==> config.mk <==
export PLATFORM = sky130hd
export DESIGN_NAME = uart_tx_scheduler
export DESIGN_NICKNAME = d
export VERILOG_FILES = /design/src/rtl/uart_tx_sched_pkg.sv /design/src/rtl/tx_rr_arb.sv /design/src/rtl/uart_tx_scheduler.sv
export SDC_FILE = /design/constraint.sdc
export NUM_CORES = 1
export LEC_CHECK = 0
export ABC_CLOCK_PERIOD_IN_PS = 2900
export CORE_MARGIN = 5
export CORE_UTILIZATION = 46
export DETAILED_ROUTE_END_ITERATION = 6
export HOLD_SLACK_MARGIN = 0.15
export PLACE_DENSITY_LB_ADDON = 0.1
export SETUP_SLACK_MARGIN = 0.1
export SLEW_MARGIN = 10
export SYNTH_ARGS = -nofsm -noshare
export SYNTH_HDL_FRONTEND = slang
export SYNTH_SLANG_ARGS = --single-unit
export TNS_END_PERCENT = 50
==> constraint.sdc <==
create_clock -name clk -period 2.9 [get_ports clk]
set_input_delay 0.87 -clock clk [delete_from_list [all_inputs] [get_ports clk]]
set_output_delay 0.87 -clock clk [all_outputs]
set_load 0.005 [all_outputs]
==> src/rtl/uart_tx_sched_pkg.sv <==
// Shared types and constants for the UART TX scheduler.
// Optional feature macro: UART_TX_SCHED_WDOG_EN (adds the ABORT state).
package uart_tx_sched_pkg;

    localparam int   BYTE_W = 8;
    localparam logic PORT_A = 1'b0;
    localparam logic PORT_B = 1'b1;

    typedef enum logic [2:0] {
        ST_IDLE    = 3'd0,
        ST_SEND    = 3'd1,
        ST_WAIT_HI = 3'd2,
`ifdef UART_TX_SCHED_WDOG_EN
        ST_WAIT_LO = 3'd3,
        ST_ABORT   = 3'd4
`else
        ST_WAIT_LO = 3'd3
`endif
    } sched_state_e;

    // Pick byte 0 (low) or byte 1 (high) of a latched two-byte word.
    function automatic logic [BYTE_W-1:0] sel_byte(input logic [2*BYTE_W-1:0] word,
                                                   input logic                idx);
        logic [BYTE_W-1:0] b;
        if (idx) begin
            b = word[2*BYTE_W-1:BYTE_W];
        end else begin
            b = word[BYTE_W-1:0];
        end
        return b;
    endfunction

endpackage

==> src/rtl/tx_rr_arb.sv <==
// Two-input round-robin arbiter. The grant is combinational so the caller
// can latch data on the same edge; the last-winner pointer is internal.
module tx_rr_arb
    import uart_tx_sched_pkg::*;
(
    input  logic       clk,
    input  logic       rst,
    input  logic [1:0] req,
    input  logic       grant_en,
    output logic [1:0] gnt
);

    logic       last_r;
    logic [1:0] gnt_s;

    // Choose the winner; on contention the port that did not win last time goes first.
    always_comb begin
        gnt_s = 2'b00;
        if (grant_en) begin
            case (req)
                2'b01:   gnt_s = 2'b01;
                2'b10:   gnt_s = 2'b10;
                2'b11:   gnt_s = (last_r == PORT_B) ? 2'b01 : 2'b10;
                default: gnt_s = 2'b00;
            endcase
        end else begin
            gnt_s = 2'b00;
        end
    end

    assign gnt = gnt_s;

    // Remember the last winner; only an actual grant moves the pointer.
    always_ff @(posedge clk) begin
        if (!rst) begin
            last_r <= PORT_B;
        end else if (gnt_s[PORT_A]) begin
            last_r <= PORT_A;
        end else if (gnt_s[PORT_B]) begin
            last_r <= PORT_B;
        end else begin
            last_r <= last_r;
        end
    end

endmodule

==> src/rtl/uart_tx_scheduler.sv <==
// Shares one UART transmitter between two requesters, sending each granted
// word LSB byte first and pacing on the transmitter's BUSY.
// Optional feature macro: UART_TX_SCHED_WDOG_EN (BUSY watchdog + ABORT state).
module uart_tx_scheduler
    import uart_tx_sched_pkg::*;
#(
    parameter int WORD_W    = 16,
    parameter int WD_CYCLES = 8
) (
    input  logic              clk,
    input  logic              rst,
    input  logic              req_a,
    input  logic [WORD_W-1:0] data_a,
    input  logic              two_a,
    output logic              gnt_a,
    input  logic              req_b,
    input  logic [WORD_W-1:0] data_b,
    input  logic              two_b,
    output logic              gnt_b,
    input  logic              tx_busy,
    output logic [7:0]        tx_p_data,
    output logic              tx_data_valid,
    output logic              sched_busy,
    output logic              err_timeout
);

    if (!(WORD_W == 8 || WORD_W == 16) || WD_CYCLES < 1) begin : g_bad_cfg
        $error("uart_tx_scheduler: WORD_W must be 8 or 16 and WD_CYCLES at least 1");
    end

    // A narrow requester can never ask for a second byte.
    localparam logic WIDE = (WORD_W == 16);

    sched_state_e        state_r;
    logic [2*BYTE_W-1:0] word_r;
    logic                two_r;
    logic                idx_r;
    logic                gnt_a_r;
    logic                gnt_b_r;
    logic [BYTE_W-1:0]   tx_p_data_r;
    logic                tx_dv_r;
    logic                sched_busy_r;
    logic                err_r;
    logic [1:0]          arb_gnt_s;
    logic                grant_en_s;

`ifdef UART_TX_SCHED_WDOG_EN
    localparam int unsigned WD_LO_LIM = 32'd176 * WD_CYCLES;
    localparam int          WD_W      = $clog2(WD_LO_LIM + 32'd1);
    logic [WD_W-1:0] wd_cnt_r;
`endif

    assign grant_en_s = (state_r == ST_IDLE) && !tx_busy;

    tx_rr_arb u_arb (
        .clk      (clk),
        .rst      (rst),
        .req      ({req_b, req_a}),
        .grant_en (grant_en_s),
        .gnt      (arb_gnt_s)
    );

    // Scheduler FSM: grant, present byte, then wait for BUSY to rise and fall.
    always_ff @(posedge clk) begin
        if (!rst) begin
            state_r      <= ST_IDLE;
            word_r       <= 16'h0000;
            two_r        <= 1'b0;
            idx_r        <= 1'b0;
            gnt_a_r      <= 1'b0;
            gnt_b_r      <= 1'b0;
            tx_p_data_r  <= 8'h00;
            tx_dv_r      <= 1'b0;
            sched_busy_r <= 1'b0;
            err_r        <= 1'b0;
`ifdef UART_TX_SCHED_WDOG_EN
            wd_cnt_r     <= '0;
`endif
        end else begin
            gnt_a_r <= 1'b0;
            gnt_b_r <= 1'b0;
            tx_dv_r <= 1'b0;
            case (state_r)
                ST_IDLE: begin
                    if (arb_gnt_s[PORT_A]) begin
                        word_r       <= 16'(data_a);
                        two_r        <= two_a & WIDE;
                        tx_p_data_r  <= data_a[7:0];
                        gnt_a_r      <= 1'b1;
                        idx_r        <= 1'b0;
                        tx_dv_r      <= 1'b1;
                        sched_busy_r <= 1'b1;
                        state_r      <= ST_SEND;
                    end else if (arb_gnt_s[PORT_B]) begin
                        word_r       <= 16'(data_b);
                        two_r        <= two_b & WIDE;
                        tx_p_data_r  <= data_b[7:0];
                        gnt_b_r      <= 1'b1;
                        idx_r        <= 1'b0;
                        tx_dv_r      <= 1'b1;
                        sched_busy_r <= 1'b1;
                        state_r      <= ST_SEND;
                    end else begin
                        state_r <= ST_IDLE;
                    end
                end
                ST_SEND: begin
                    state_r <= ST_WAIT_HI;
`ifdef UART_TX_SCHED_WDOG_EN
                    wd_cnt_r <= '0;
`endif
                end
                ST_WAIT_HI: begin
                    if (tx_busy) begin
                        state_r <= ST_WAIT_LO;
`ifdef UART_TX_SCHED_WDOG_EN
                        wd_cnt_r <= '0;
                    end else if (wd_cnt_r == WD_W'(WD_CYCLES - 1)) begin
                        state_r <= ST_ABORT;
                        err_r   <= 1'b1;
                    end else begin
                        wd_cnt_r <= wd_cnt_r + 1'b1;
`else
                    end else begin
                        state_r <= ST_WAIT_HI;
`endif
                    end
                end
                ST_WAIT_LO: begin
                    if (!tx_busy) begin
                        if (!idx_r && two_r) begin
                            idx_r       <= 1'b1;
                            tx_p_data_r <= sel_byte(word_r, 1'b1);
                            tx_dv_r     <= 1'b1;
                            state_r     <= ST_SEND;
                        end else begin
                            sched_busy_r <= 1'b0;
                            state_r      <= ST_IDLE;
                        end
`ifdef UART_TX_SCHED_WDOG_EN
                    end else if (wd_cnt_r == WD_W'(WD_LO_LIM - 1)) begin
                        state_r <= ST_ABORT;
                        err_r   <= 1'b1;
                    end else begin
                        wd_cnt_r <= wd_cnt_r + 1'b1;
`else
                    end else begin
                        state_r <= ST_WAIT_LO;
`endif
                    end
                end
`ifdef UART_TX_SCHED_WDOG_EN
                ST_ABORT: begin
                    sched_busy_r <= 1'b0;
                    state_r      <= ST_IDLE;
                end
`endif
                default: begin
                    sched_busy_r <= 1'b0;
                    state_r      <= ST_IDLE;
                end
            endcase
        end
    end

    assign gnt_a         = gnt_a_r;
    assign gnt_b         = gnt_b_r;
    assign tx_p_data     = tx_p_data_r;
    assign tx_data_valid = tx_dv_r;
    assign sched_busy    = sched_busy_r;
    assign err_timeout   = err_r;

endmodule

Fig. 1: run 1, clock network drawn from the DEF
The bar under the picture is 20 um long.
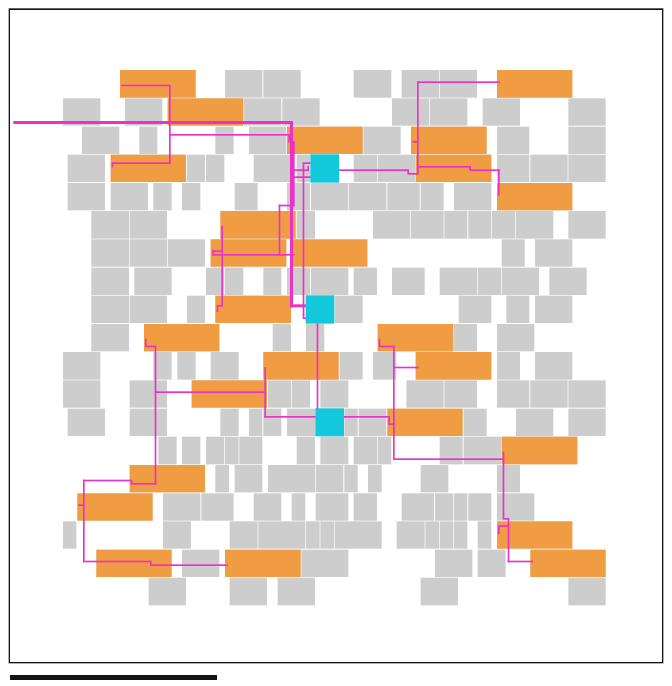
Key: clock drivers = cyan [count 3]; flip-flops = orange [count 25]; clock wires = magenta [length 291 um]
There are 4 routed clock nets.

Fig. 2: run 1, pin placement
Pins as bars across the die edge, other pins in gray.
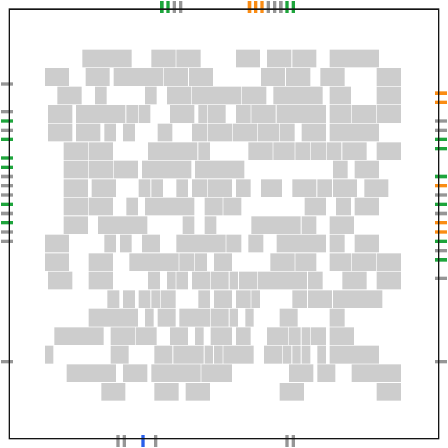
Key: `data_a` = green [pins 16, direction input, edge 6 east, 6 west, 4 north]; `tx_p_data` = orange [pins 8, direction output, edge 5 east, 3 north]; `sched_busy` = blue [pins 1, direction output, edge south]
All pins by edge: 18 east, 16 west, 12 north, 6 south.

Fig. 3: run 1, signal wires by layer
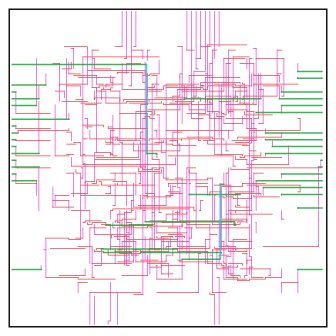
Key: metal 4 = cyan [wire length 32.6 um]; metal 3 = green [wire length 324 um]; metal 1 = red [wire length 1,400 um]; metal 2 = magenta [wire length 1,480 um]

==> run 1: logic make-up after synthesis <==
group,Yosys count
muxes,9
other,1
adders and majority gates,4
AOI/OAI and AO/OA,49
and+or+nand+nor,39
buffers and inverters,14
DFF,25
==> run 1: registers in the layout (all words and copies together) (netlist names) <==
signal / cells
word_r: 8
state_r: 2
gnt_b: 1
tx_p_data: 8
sched_busy: 1
idx_r: 1
u_arb.last_r: 1
gnt_a: 1
two_r: 1
tx_data_valid: 1
==> run 1: critical path, delay by kind of cell <==
family | cells | cell delay (ns)
AND-OR/OR-AND | 3 | 0.93
buffers and inverters | 2 | 0.61
AND/OR/NAND/NOR | 1 | 0.12
==> run 1: power by group <==
group,switching [mW],internal (mW)
Sequential,0.0191,0.379
Combinational,0.0996,0.143
Clock,0.101,0.0537
Total,0.219,0.576
==> design notes, run 1 <==
The flow ran to the end, and the final reports show no timing, DRC or antenna violations. The analysis reports a worst IR drop on VDD of 0.000314 V. The routed design uses 324 um of met3 wire. Per the gpl log, the routability congestion estimate is 0.826. The worst setup path is launched from a primary input. For the worst reg-to-reg path, the endpoint reported by OpenROAD is tx_p_data[2]. The synthesized design spends more area on one cell type than any other, namely sky130_fd_sc_hd__dfxtp_1.

The number of cell instances on the worst register-to-register path is 4. Counting the clock-network buffers in the layout gives 4. The tally of nets with antenna violations remaining after routing was 0. In this run the count of I/O pins placed on the die edge is 52.

The most critical setup path has its startpoint at tx_busy. The total power density per cell area was 436 mW/mm2. After layout, the worst setup slack is 0.606 ns. The average instance in the mapped netlist occupies 9.12 um2. Across the whole layout, storage elements make up 27.5% of the cell area. The peak clock frequency supported by timing was 436 MHz.

For this run, the chip area from Yosys synthesis comes to 0.00129 mm2. Once synthesis finished, the tally of register bits stood at 25. The number of sequential cells reported for the layout is 25. The CTS log lists the clock sinks for this run as 25. Warnings reported by Yosys during synthesis add up to 0. The first-pass iteration count of the detailed router is 4. For the power after layout, the log shows 0.795 mW. Dividing the detail-routed via count by the number of cells gives 5.61.
==> run 2: changes to the inputs <==
- ABC_CLOCK_PERIOD_IN_PS: 2900 -> 2000
- CORE_UTILIZATION: 46 -> 38
- clock period: 2.9 -> 2 ns (I/O delays scaled with it)
Fig. 4: run 2, signal wires by layer
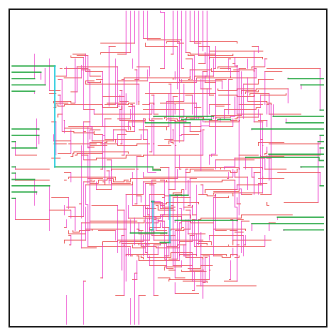
Key: metal 1 = red [wire length 1,520 um]; metal 2 = magenta [wire length 1,580 um]; metal 4 = cyan [wire length 38.1 um]; metal 3 = green [wire length 271 um]

Fig. 5: run 2, pin placement
Pins as bars across the die edge, other pins in gray.
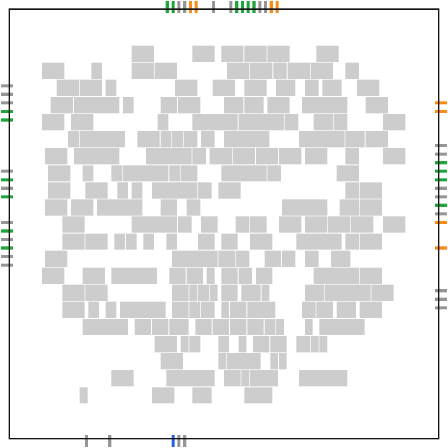
Key: `data_a` = green [pins 16, direction input, edge 6 west, 6 north, 4 east]; `sched_busy` = blue [pins 1, direction output, edge south]; `tx_p_data` = orange [pins 8, direction output, edge 4 east, 4 north]
All pins by edge: 16 east, 16 north, 15 west, 5 south.

Fig. 6: run 2, cells colored by class
Fill, decap, tap and diode cells in gray.
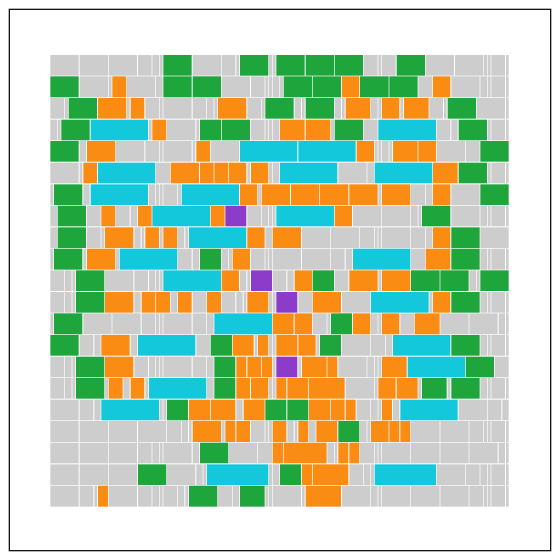
Key: combinational and other logic = orange [cells 106]; clock drivers and dummy loads = purple [cells 4]; remaining buffers and delay cells = green [cells 63]; sequential cells = cyan [cells 25]

==> design notes, run 2 <==
The flow ran to the end, and the final reports show no timing, DRC or antenna violations. The global routing met3 resource utilization was 2.96%; the routed length on met3 was 271 um (-16%). For the number of placed I/O pins, the log shows 52 (unchanged). The largest total area in the synthesized netlist belongs to sky130_fd_sc_hd__dfxtp_1. For met2 alone, demand over resource in global routing was 24.3%.

For the worst min-delay path, the startpoint reported by OpenROAD is tx_p_data[1]. The chip area is 0.00465 mm2. The internal power component is 0.857 mW (+49%), and the clock network power is 0.231 mW (+50%). The logs give 48.8% (-1.3 points) for the register share of total power and 4 (unchanged) for the first-pass iteration count of the detailed router. Clock skew on the completed layout was measured at 0.00317 ns.

The adder-cell area share of the yosys netlist works out to 3.89%. The logs give 0.581 mW (+46%) for the power in sequential cells and 31.8% (+1.3 points) for the part of the power in combinational logic. The synthesized area divided by synthesized cell count was 9.12 um2 (unchanged); the reported net switching power was 0.333 mW (+52%). The via count came out at 1,278. The global-route total usage across every layer is 15.2%. For this block, the routed nets add up to 3.40 mm of wire. For the number of warnings reported in the yosys synthesis log, the log shows 0 (unchanged). The switching fraction of total power is 28.0% (+0.43 points). The run gives 2.23 ns for the worst path required time.

The dominant power group in this design is sequential cells. The path with the worst hold slack has its endpoint at tx_p_data[1]. The sequential cell area share is 26.2% (-1.2 points), and the total cell area reported by yosys after synthesis is 0.00129 mm2 (unchanged).

Sorting the synthesized cells by how often they occur yields 25 x sky130_fd_sc_hd__dfxtp_1, 12 x sky130_fd_sc_hd__a21oi_1, 11 x sky130_fd_sc_hd__nand2b_1. The tools report the power dissipated in combinational cells as 0.379 mW (+57%). With the power after layout at 1.19 mW (+50%), the clock buffer instance count of the final layout is 3 (-1).

The run gives 19.4% (about the same) for the share of power burned in the clock network. The actual transition at the worst max-transition pin is 0.577 ns, and the tally of nets with antenna violations remaining after routing is 0 (unchanged). The peak ir drop on the vdd network came out at 0.000289 V (-8.2%). The number of clock sinks is 25 (unchanged). The tools report the worst path setup slack after routing as 0.178 ns (-0.428 ns). Cell type group with the largest total delay on the critical path: AND-OR/OR-AND gates. The number of cell instances on the worst register-to-register path came out at 7 (+3). Top cell type by instance count after synthesis: sky130_fd_sc_hd__dfxtp_1. The run gives 5 (-1) for the number of stages on the worst setup path. The peak clock frequency supported by timing is 549 MHz. The flip-flop and latch count after synthesis was 25 (unchanged).
run 2: logic make-up (layout without fill, tap and decap cells):
group | Yosys count | in the layout
fa+ha+maj | 4 | 4
simple gates | 39 | 39
mux | 9 | 9
compound gates | 49 | 49
flops | 25 | 25
buf+inv | 14 | 71
other cells | 1 | 1
run 2: worst max path at each step:
stage / to / slack, ns
floorplan: tx_p_data[0] / 0.28
global placement: tx_p_data[3] / -0.28
detailed placement: tx_p_data[3] / -0.30
CTS: tx_p_data[3] / 0.13
global route: two_r / 0.09
finish: tx_p_data[3] / 0.18
==> run 3: changes to the inputs <==
- ABC_CLOCK_PERIOD_IN_PS: 2000 -> 2100
- CORE_UTILIZATION: 38 -> 46
- PLACE_DENSITY: unset -> 0.85
- PLACE_DENSITY_LB_ADDON: 0.1 -> unset
- SLEW_MARGIN: 10 -> unset
- clock period: 2 -> 2.1 ns (I/O delays scaled with it)
Fig. 7: run 3, cells colored by class
Fill, decap, tap and diode cells in gray.
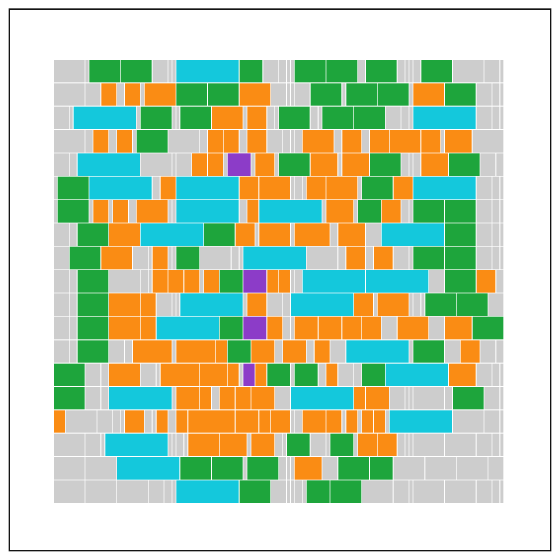
Key: combinational and other logic = orange [cells 106]; clock drivers and dummy loads = purple [cells 4]; sequential cells = cyan [cells 25]; remaining buffers and delay cells = green [cells 63]

Fig. 8: run 3, pin placement
Pins as bars across the die edge, other pins in gray.
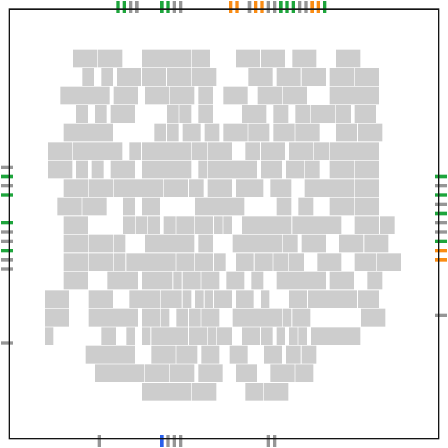
Key: `sched_busy` = blue [pins 1, direction output, edge south]; `tx_p_data` = orange [pins 8, direction output, edge 6 north, 2 east]; `data_a` = green [pins 16, direction input, edge 8 north, 4 east, 4 west]
All pins by edge: 23 north, 11 east, 11 west, 7 south.

Fig. 9: run 3, clock network drawn from the DEF
The bar under the picture is 20 um long.
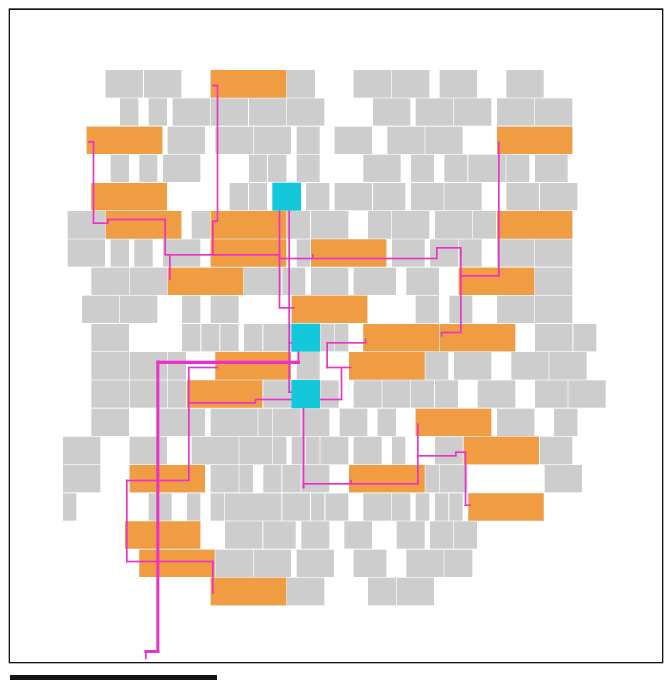
Key: clock drivers = cyan [count 3]; clock wires = magenta [length 280 um]; flip-flops = orange [count 25]
There are 4 routed clock nets.

==> design notes, run 3 <==
The run gives 25 (unchanged) for the number of clock sinks. The top metal layer carrying routed signals was met4. The logs give 0.212 mW (-8%) for the clock network power and 4 (unchanged) for the first-pass iteration count of the detailed router. In the floorplan report the effective utilization is 47.5%. The via count of the first global-routing pass was 1,259; the power after layout was 1.12 mW (-5.7%). The logs give 0.128 ns (-0.0506 ns) for the worst path setup slack after routing and 0.00176 ns (-0.00141 ns) for the worst-case clock skew. The cell-mix breakdown from Yosys lists the XOR/XNOR area share as 0%. The number of warnings reported in the yosys synthesis log was 0 (unchanged). With the tally of nets with antenna violations remaining after routing at 0 (unchanged), the total length of routed wires is 3.55 mm (+4.3%).

For the peak ir drop on the vdd network, the log shows 0.000394 V (+36%). The flip-flop and latch count after synthesis came out at 25 (unchanged). Leading area contributor after synthesis: sky130_fd_sc_hd__dfxtp_1. The number of placed I/O pins came out at 52 (unchanged). The count of cells in the finished layout, fillers not included, comes to 229.

The met2 usage came out at 32.3% (+8.0 points). The reported net switching power is 0.311 mW (-6.9%), and the number of I/O port buffers is 50. Data on the critical path arrives at its endpoint at 2.23 ns.

The flow ran to the end, and the final reports show no timing, DRC or antenna violations. The routed length on met3 was 175 um (-35%). The switching fraction of total power is 27.7% (-0.36 points). The adder-cell area share of the yosys netlist came out at 3.89% (unchanged). The share of power burned in the clock network is 18.9% (-0.5 points), and the die extent in x is 62.9 um. For reference, the top cells by count after synthesis are 25 x sky130_fd_sc_hd__dfxtp_1, 12 x sky130_fd_sc_hd__a21oi_1, 11 x sky130_fd_sc_hd__nand2b_1. The global-route total usage across every layer was 18.4% (+3.2 points).

The run gives 0.812 mW (-5.2%) for the internal power component. The run gives 4.14% (+1.2 points) for the global routing met3 resource utilization. Warnings raised by the tools during the run amount to 30. Power in sequential cells: 0.552 mW (-5.0%). For the total cell area reported by yosys after synthesis, the log shows 0.00129 mm2 (unchanged).

The global route stage reports its total congestion overflow as 0. Timing would allow up to 507 MHz. The part of the power in combinational logic came out at 31.9% (about the same). Largest power group: sequential cells. For the chip area, the log shows 0.00395 mm2 (-15%).
==> run 3: path summary, 6_finish.rpt <==
check / from / to / slack (ns) / cells after the start
setup / recovery: tx_busy / tx_p_data[5] / 0.13 / 6
hold / removal: tx_p_data[1] / tx_p_data[1] / 0.48 / 1
setup reg to reg: state_r[0] / tx_p_data[5] / 0.24 / 7
hold reg to reg: tx_p_data[1] / tx_p_data[1] / 0.48 / 1
==> run 3: area by class of cell <==
cell class,instances,area [um2]
tap,31,38.8
timing repair buffer,63,598
sequential,25,500
fill,223,812
inverter,4,15.0
multi-input combinational,102,719
clock buffer,4,26.3
==> run 3: cell families (layout without fill, tap and decap cells) <==
kind of cell,Yosys count,after routing
compound gates,49,49
simple gates,39,39
mux,9,9
fa+ha+maj,4,4
flops,25,25
other cells,1,1
buf+inv,14,71

## Gallery

Cell outlines without signal wires.
picture 1
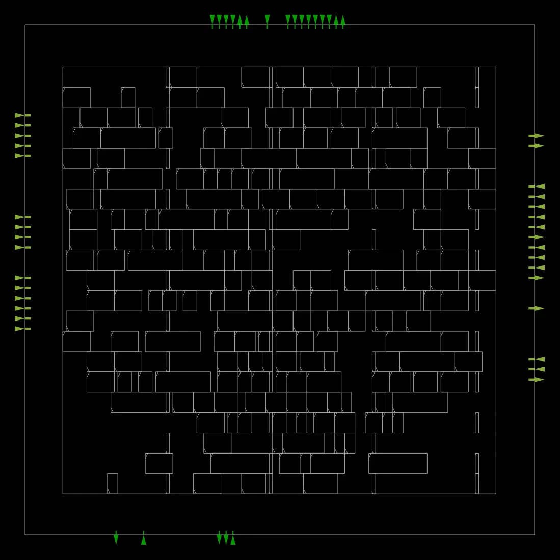
picture 2
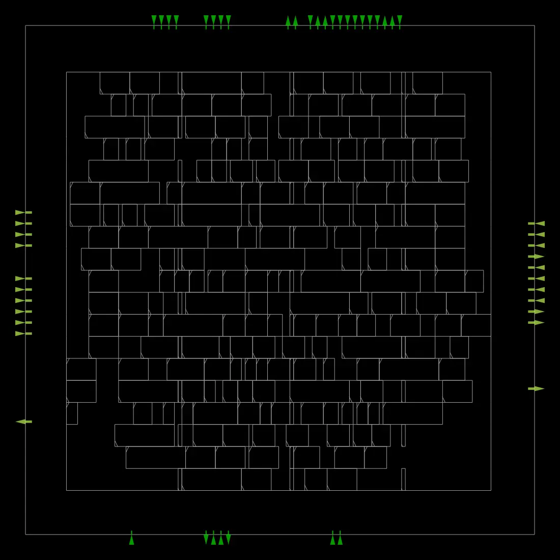
picture 3
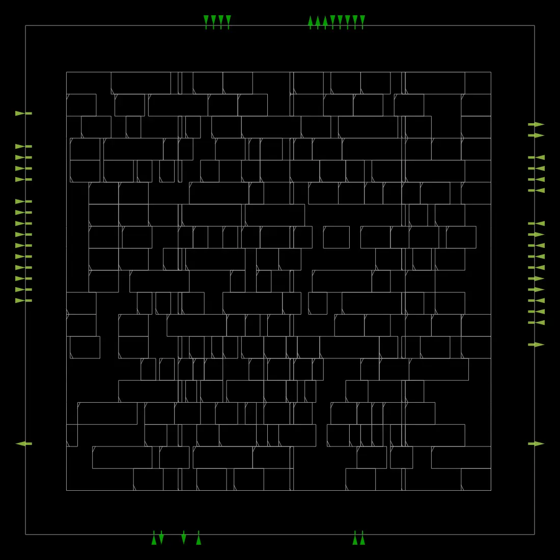
Picture 1 is run 2.
Picture 3 is run 1.
Picture 2 is run 3.

Power is estimated from default activity; no workload was simulated.
